`src/rtl/uart_apb_sequencer.sv`:
```
// APB master for the UART core: arbitrates divisor config,
// a TX byte FIFO and an RX drain onto one APB port.
module uart_apb_sequencer #(
  parameter int unsigned FIFO_DEPTH = 4,
  parameter logic [1:0]  ADDR_DIVLO = 2'b00,
  parameter logic [1:0]  ADDR_DIVHI = 2'b01,
  parameter logic [1:0]  ADDR_TXD   = 2'b10,
  parameter logic [1:0]  ADDR_RXD   = 2'b11
) (
  input  logic        PCLK,
  input  logic        PRESET,
  input  logic        CFG_START,
  input  logic [15:0] CFG_DIV,
  output logic        CFG_BUSY,
  output logic        CFG_DONE,
  input  logic        TX_VALID,
  input  logic [7:0]  TX_DATA,
  output logic        TX_READY,
  output logic        RX_VALID,
  output logic [7:0]  RX_DATA,
  output logic        M_PSEL,
  output logic        M_PENABLE,
  output logic        M_PWRITE,
  output logic [1:0]  M_PADDR,
  output logic [7:0]  M_PWDATA,
  input  logic [7:0]  M_PRDATA,
  input  logic        M_PREADY,
  input  logic        TXRDY,
  input  logic        RXRDY
);

  localparam int unsigned AW = $clog2(FIFO_DEPTH);
  localparam logic [AW:0] FULL = (AW+1)'(FIFO_DEPTH);

  typedef enum logic [1:0] {
    IDLE, SETUP, ACCESS
  } state_t;

  typedef enum logic [1:0] {
    SRC_LO, SRC_HI, SRC_RX, SRC_TX
  } src_t;

  state_t state, state_n;
  src_t   src, src_n;

  logic [15:0] div_q;
  logic        lo_pend, hi_pend, done_pre;
  logic        rx_armed, tx_armed;
  logic        rxrdy_q, txrdy_q;

  logic [7:0]  mem [FIFO_DEPTH];
  logic [AW:0] wptr, rptr, count, count_n;
  logic        empty, push, pop, xfer_done;
  logic        cfg_go, rx_go, tx_go;

  logic        wr_n;
  logic [1:0]  addr_n;
  logic [7:0]  wdata_n;

  assign count     = wptr - rptr;
  assign empty     = (count == '0);
  assign push      = TX_VALID & TX_READY;
  assign xfer_done = (state == ACCESS) & M_PREADY;
  assign pop       = xfer_done & (src == SRC_TX);
  assign count_n   = count + (AW+1)'(push)
                   - (AW+1)'(pop);

  assign cfg_go = lo_pend | hi_pend;
  assign rx_go  = rxrdy_q & rx_armed;
  assign tx_go  = ~empty & txrdy_q & tx_armed;

  always_comb begin
    state_n = state;
    src_n   = src;
    wr_n    = M_PWRITE;
    addr_n  = M_PADDR;
    wdata_n = M_PWDATA;
    unique case (state)
      IDLE: begin
        if (cfg_go | rx_go | tx_go) begin
          state_n = SETUP;
          if (hi_pend)      src_n = SRC_HI;
          else if (lo_pend) src_n = SRC_LO;
          else if (rx_go)   src_n = SRC_RX;
          else              src_n = SRC_TX;
        end
      end
      SETUP:   state_n = ACCESS;
      ACCESS:  if (M_PREADY) state_n = IDLE;
      default: state_n = IDLE;
    endcase
    // bus fields load once at SETUP and hold through ACCESS
    if (state == IDLE && state_n == SETUP) begin
      unique case (src_n)
        SRC_LO: begin
          wr_n    = 1'b1;
          addr_n  = ADDR_DIVLO;
          wdata_n = div_q[7:0];
        end
        SRC_HI: begin
          wr_n    = 1'b1;
          addr_n  = ADDR_DIVHI;
          wdata_n = div_q[15:8];
        end
        SRC_RX: begin
          wr_n    = 1'b0;
          addr_n  = ADDR_RXD;
          wdata_n = 8'h00;
        end
        default: begin
          wr_n    = 1'b1;
          addr_n  = ADDR_TXD;
          wdata_n = mem[rptr[AW-1:0]];
        end
      endcase
    end
  end

  always_ff @(posedge PCLK) begin
    if (push) mem[wptr[AW-1:0]] <= TX_DATA;
  end

  always_ff @(posedge PCLK) begin
    if (PRESET) begin
      state     <= IDLE;
      src       <= SRC_LO;
      M_PSEL    <= 1'b0;
      M_PENABLE <= 1'b0;
      M_PWRITE  <= 1'b0;
      M_PADDR   <= 2'b00;
      M_PWDATA  <= 8'h00;
      div_q     <= 16'h0000;
      lo_pend   <= 1'b0;
      hi_pend   <= 1'b0;
      done_pre  <= 1'b0;
      CFG_BUSY  <= 1'b0;
      CFG_DONE  <= 1'b0;
      rx_armed  <= 1'b1;
      tx_armed  <= 1'b1;
      rxrdy_q   <= 1'b0;
      txrdy_q   <= 1'b0;
      wptr      <= '0;
      rptr      <= '0;
      TX_READY  <= 1'b1;
      RX_VALID  <= 1'b0;
      RX_DATA   <= 8'h00;
    end else begin
      state     <= state_n;
      src       <= src_n;
      M_PSEL    <= (state_n != IDLE);
      M_PENABLE <= (state_n == ACCESS);
      M_PWRITE  <= wr_n;
      M_PADDR   <= addr_n;
      M_PWDATA  <= wdata_n;
      rxrdy_q   <= RXRDY;
      txrdy_q   <= TXRDY;
      done_pre  <= 1'b0;
      CFG_DONE  <= done_pre;
      RX_VALID  <= 1'b0;
      if (CFG_START && !CFG_BUSY) begin
        div_q    <= CFG_DIV;
        lo_pend  <= 1'b1;
        CFG_BUSY <= 1'b1;
      end
      if (done_pre) CFG_BUSY <= 1'b0;
      if (xfer_done) begin
        unique case (src)
          SRC_LO: begin
            lo_pend <= 1'b0;
            hi_pend <= 1'b1;
          end
          SRC_HI: begin
            hi_pend  <= 1'b0;
            done_pre <= 1'b1;
          end
          SRC_RX: begin
            RX_DATA  <= M_PRDATA;
            RX_VALID <= 1'b1;
          end
          default: ;
        endcase
      end
      // one access per ready level; re-arm on a low sample
      if (xfer_done && src == SRC_RX) rx_armed <= 1'b0;
      else if (!RXRDY)                rx_armed <= 1'b1;
      if (pop)         tx_armed <= 1'b0;
      else if (!TXRDY) tx_armed <= 1'b1;
      if (push) wptr <= wptr + 1'b1;
      if (pop)  rptr <= rptr + 1'b1;
      TX_READY <= (count_n != FULL);
    end
  end

endmodule

```
`config.mk`:
```
export PLATFORM = sky130hd
export DESIGN_NAME = uart_apb_sequencer
export DESIGN_NICKNAME = d
export VERILOG_FILES = /design/src/rtl/uart_apb_sequencer.sv
export SDC_FILE = /design/constraint.sdc
export NUM_CORES = 1
export LEC_CHECK = 0
export ABC_AREA = 1
export CORE_UTILIZATION = 37
export DETAILED_ROUTE_END_ITERATION = 10
export GPL_ROUTABILITY_DRIVEN = 0
export PLACE_DENSITY_LB_ADDON = 0.1
export REMOVE_ABC_BUFFERS = 1
export SLEW_MARGIN = 20
export SYNTH_ARGS = -nofsm -noshare
export SYNTH_HDL_FRONTEND = slang
export SYNTH_SLANG_ARGS = --single-unit
```
`constraint.sdc`:
```
create_clock -name PCLK -period 3 [get_ports PCLK]
set_input_delay 0.6 -clock PCLK [delete_from_list [all_inputs] [get_ports PCLK]]
set_output_delay 0.6 -clock PCLK [all_outputs]
set_load 0.05 [all_outputs]
```
==> flow_summary.html <==
<h2>Implementation results</h2>
<table>
<tr><th>Metric</th><th>Value</th></tr>
<tr><th colspan="2">Detailed routing</th></tr>
<tr><td>Vias after detailed routing</td><td>about 2900</td></tr>
<tr><td>Met3 WL post-DR</td><td>294 um</td></tr>
<tr><td>Initial DRC count</td><td>between 80 and 90</td></tr>
<tr><td>Uppermost layer routed</td><td>met4</td></tr>
<tr><td>Met1 Wirelength</td><td>3930 um</td></tr>
<tr><td>Drc violations</td><td>0</td></tr>
<tr><td>Met2 WL</td><td>3830 um</td></tr>
<tr><td>Detailed-route wire length per cell</td><td>roughly 13 um</td></tr>
<tr><td>Routed via count divided by cell count</td><td>roughly 4.6</td></tr>
<tr><td>ANT nets after route</td><td>0</td></tr>
<tr><td>Total routed wirelength</td><td>8170 um</td></tr>
<tr><th colspan="2">Clock network</th></tr>
<tr><td>Clock network latency to the later pin of the worst-skew pair</td><td>roughly 0.36 ns</td></tr>
<tr><td>Clock tree from TritonCTS</td><td>built</td></tr>
<tr><td>Maximum root-to-sink buffer count</td><td>2</td></tr>
<tr><td>Clock buffers created by TritonCTS</td><td>9</td></tr>
<tr><td>CTS Hold Bufs</td><td>0</td></tr>
<tr><td>Root buf cell</td><td>sky130_fd_sc_hd__clkbuf_8</td></tr>
<tr><td>Register clock-pin slew on the reported worst setup and hold paths</td><td>0.09 ns</td></tr>
<tr><td>Clock H-tree levels</td><td>3</td></tr>
<tr><td>Clock net sink count</td><td>92</td></tr>
<tr><th colspan="2">Timing</th></tr>
<tr><td>Accumulated negative setup slack</td><td>0 ns</td></tr>
<tr><td>Final period demand of the worst path</td><td>approximately 2.8 ns</td></tr>
<tr><td>Worst hold slack</td><td>~0.43 ns</td></tr>
<tr><td>Final setup viols</td><td>0</td></tr>
<tr><td>Setup skew after layout</td><td>about 0.01 ns</td></tr>
<tr><td>Slew HR</td><td>0.609</td></tr>
<tr><td>Hold Violations, Final</td><td>0</td></tr>
<tr><td>Final period utilization</td><td>0.923</td></tr>
<tr><th colspan="2">Final layout</th></tr>
<tr><td>Fraction of area in clock buffers and inverters</td><td>0.0458</td></tr>
<tr><td>Most frequent standard cell in the layout excluding fill and tap cells</td><td>sky130_fd_sc_hd__nor2_1</td></tr>
<tr><td>Final Cell Area</td><td>0.00495 sq mm</td></tr>
<tr><td>Antenna fix cells</td><td>0</td></tr>
<tr><td>Number of flip-flops under the largest register name</td><td>32</td></tr>
<tr><td>Sequential cells</td><td>92</td></tr>
<tr><td>Share of the final layout cell area in multi-input gates</td><td>0.302</td></tr>
<tr><td>Highest-count cells in the layout ignoring fill and taps</td><td>sky130_fd_sc_hd__nor2_1 (70), sky130_fd_sc_hd__nand2_1 (68), sky130_fd_sc_hd__clkdlybuf4s50_1 (63), sky130_fd_sc_hd__dfxtp_1 (59), sky130_fd_sc_hd__nand3_1 (40)</td></tr>
<tr><td>Multi-input comb cells</td><td>276</td></tr>
<tr><td>Fillers</td><td>963</td></tr>
<tr><td>Tally of non-filler cells in the final layout</td><td>between 600 and 700</td></tr>
<tr><td>Comb area</td><td>~0.0015 sq mm</td></tr>
<tr><td>Inverter tally of the final layout excluding the clock network</td><td>39</td></tr>
<tr><td>FF+latch area</td><td>about 0.0022 sq mm</td></tr>
<tr><td>Share of cell area taken by flip-flops and latches</td><td>0.437</td></tr>
<tr><td>Non-clock buffer count</td><td>roughly 79</td></tr>
<tr><td>Area-dominant class</td><td>sequential cells</td></tr>
<tr><td>Non-clock buffer share of cell area</td><td>0.152</td></tr>
<tr><th colspan="2">Floorplan</th></tr>
<tr><td>I/O pin count</td><td>between 60 and 70</td></tr>
<tr><td>Die X-Extent</td><td>104 um</td></tr>
<tr><td>Count of inserted tapcells</td><td>around 130</td></tr>
<tr><td>Placement row count</td><td>36</td></tr>
<tr><td>Height of the die</td><td>around 100 um</td></tr>
<tr><td>Placeable Area</td><td>~0.010 sq mm</td></tr>
<tr><td>Fp util</td><td>0.388</td></tr>
<tr><td>Die area</td><td>around 0.011 sq mm</td></tr>
<tr><th colspan="2">Logic synthesis</th></tr>
<tr><td>Most frequent cells after synthesis</td><td>sky130_fd_sc_hd__nand2_1 (70), sky130_fd_sc_hd__nor2_1 (70), sky130_fd_sc_hd__dfxtp_1 (60)</td></tr>
<tr><td>Post-synthesis instance area</td><td>0.00386 sq mm</td></tr>
<tr><td>Synthesized-area fraction occupied by and/or/nand/nor cells</td><td>0.224</td></tr>
<tr><td>Largest cells by area after synthesis</td><td>sky130_fd_sc_hd__dfxtp_1 (31%), sky130_fd_sc_hd__edfxtp_1 (25%), sky130_fd_sc_hd__nand2_1 (6.8%)</td></tr>
<tr><td>Count of warnings emitted by yosys</td><td>0</td></tr>
<tr><td>Logic family by area</td><td>simple AND/OR/NAND/NOR gates</td></tr>
<tr><td>Sequential area share after synthesis</td><td>0.560</td></tr>
<tr><td>Post-Synth XOR/XNOR Area</td><td>0.00453</td></tr>
<tr><td>Per-instance average area after synthesis</td><td>between 9 and 10 sq um</td></tr>
<tr><td>Complex-gate fraction of the synthesized area</td><td>0.0978</td></tr>
<tr><td>Count of state elements after synthesis</td><td>about 92</td></tr>
<tr><td>Count of library flops with an enable pin</td><td>32</td></tr>
<tr><td>Synth Area in Adders</td><td>0.0492</td></tr>
<tr><td>Top area contributor share</td><td>0.311</td></tr>
<tr><td>Number of distinct standard cells referenced by the synthesized netlist</td><td>29</td></tr>
<tr><td>Share of cell area taken by muxes after synthesis</td><td>0</td></tr>
<tr><td>Yosys stat cell total</td><td>between 400 and 500</td></tr>
<tr><th colspan="2">Global routing</th></tr>
<tr><td>Largest net degree at the start of global routing</td><td>24</td></tr>
<tr><td>Number of antenna violations at the first check in global routing</td><td>0</td></tr>
<tr><td>Number of global-route vias before repair</td><td>2770</td></tr>
<tr><td>Met2 track utilization from global routing</td><td>0.260</td></tr>
<tr><td>Global route hottest layer</td><td>met2</td></tr>
<tr><td>Global-route wire length before repair</td><td>roughly 14000 um</td></tr>
<tr><td>Total routing usage reported by global routing</td><td>0.161</td></tr>
<tr><td>Met3 layer usage reported by global route</td><td>0.0301</td></tr>
<tr><td>Met1 routing resource usage after global routing</td><td>0.212</td></tr>
<tr><th colspan="2">Power and ir drop</th></tr>
<tr><td>Static Leakage</td><td>about 0.002 uW</td></tr>
<tr><td>Portion of total power attributed to combinational logic</td><td>0.216</td></tr>
<tr><td>Clk network pwr share</td><td>0.307</td></tr>
<tr><td>VDD IR-drop max</td><td>362 uV</td></tr>
<tr><td>Combinational-cell power consumption</td><td>around 640 uW</td></tr>
<tr><td>Power consumed by the clock network</td><td>916 uW</td></tr>
<tr><td>Sequential-cell power consumption</td><td>roughly 1400 uW</td></tr>
<tr><td>Power after layout</td><td>between 2000 and 3000 uW</td></tr>
<tr><td>Cell-internal power</td><td>2100 uW</td></tr>
<tr><td>Share of power burned in registers</td><td>0.477</td></tr>
<tr><td>NetSw</td><td>approximately 890 uW</td></tr>
<tr><th colspan="2">Placed design</th></tr>
<tr><td>Pre-CTS setup slack</td><td>0.0728 ns</td></tr>
<tr><td>Area after DPL</td><td>roughly 0.0047 sq mm</td></tr>
<tr><td>Buffers added on ports</td><td>63</td></tr>
<tr><td>Placed Instances</td><td>~600</td></tr>
<tr><td>Placed wire-length estimate after detailed placement</td><td>~5700 um</td></tr>
<tr><th colspan="2">Job</th></tr>
<tr><td>Number of warnings the tools reported</td><td>31</td></tr>
<tr><td>Number of maximum-capacitance constraint violations</td><td>0</td></tr>
<tr><th colspan="2">Setup path</th></tr>
<tr><td>Cell class contributing the biggest share of worst-path delay</td><td>adder cells</td></tr>
<tr><td>Maximum fanout along the worst path</td><td>13</td></tr>
<tr><td>Cells along the critical path</td><td>inv_1 -&gt; ha_1 -&gt; fa_1 -&gt; nand2_1 -&gt; inv_1 -&gt; nand3_2 -&gt; nand2_2 -&gt; nand2_8 -&gt; nand2_4 -&gt; nand2_1 -&gt; nand2_2 -&gt; inv_1 -&gt; ha_2 -&gt; buf_4 -&gt; nand3_1 -&gt; nand2_1 -&gt; nand3_1 -&gt; a21oi_2</td></tr>
<tr><td>Worst-case register-to-register setup slack</td><td>0.23 ns</td></tr>
<tr><td>Reg-to-Reg End</td><td>M_PWDATA[5]</td></tr>
<tr><td>Arrival time worst endpoint</td><td>between 3 and 4 ns</td></tr>
<tr><td>Crit path from</td><td>wptr[0]</td></tr>
<tr><td>Data required time at the worst endpoint</td><td>roughly 3.3 ns</td></tr>
<tr><td>WP buf/inv</td><td>4</td></tr>
<tr><td>Last element of the critical path</td><td>M_PWDATA[5]</td></tr>
<tr><td>Max incr delay on CP</td><td>between 0.5 and 0.6 ns</td></tr>
<tr><td>Launching element type of the critical path</td><td>flip-flop</td></tr>
<tr><td>Crit-path slowest cell</td><td>sky130_fd_sc_hd__fa_1</td></tr>
<tr><td>Critical path class</td><td>reg2reg</td></tr>
<tr><td>Crit Reg-Reg Startpoint</td><td>wptr[0]</td></tr>
<tr><th colspan="2">Hold path</th></tr>
<tr><td>Hold depth</td><td>1</td></tr>
<tr><td>Worst Min Path Start</td><td>done_pre</td></tr>
<tr><td>Hold Crit Class</td><td>reg2reg</td></tr>
<tr><th colspan="2">Run status</th></tr>
<tr><td>Status</td><td>finished, final reports clean</td></tr>
</table>
Gate families picked out:
Drawn at 4 px/um.
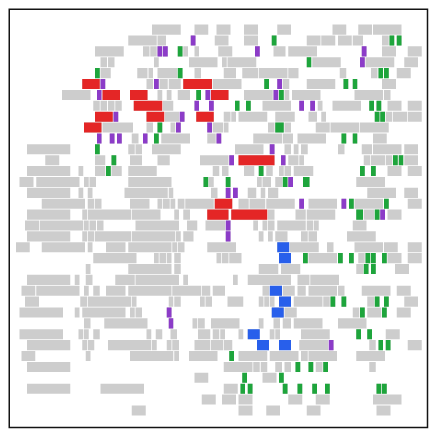
color	family	cells	most used
green	NOR gates	73	nor2_1
purple	inverters	39	inv_1
blue	AND-OR and OR-AND gates	8	a22o_1
red	adder and majority cells	14	ha_1

Wiring heat map:
Drawn at 3 px/um. 21 x 21 tiles, from dark purple (low) to yellow (high), scaled to the fullest tile. Values are wire area over tile area, all layers added.
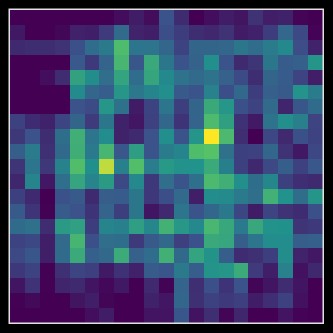
fullest tile	0.45
nearly empty tiles	13%
emptiest ninth of the die	north-west
mean over tiles	0.12
tiles over half the peak	13%

Power figures rest on the tool's default switching activity, not on a simulated workload.
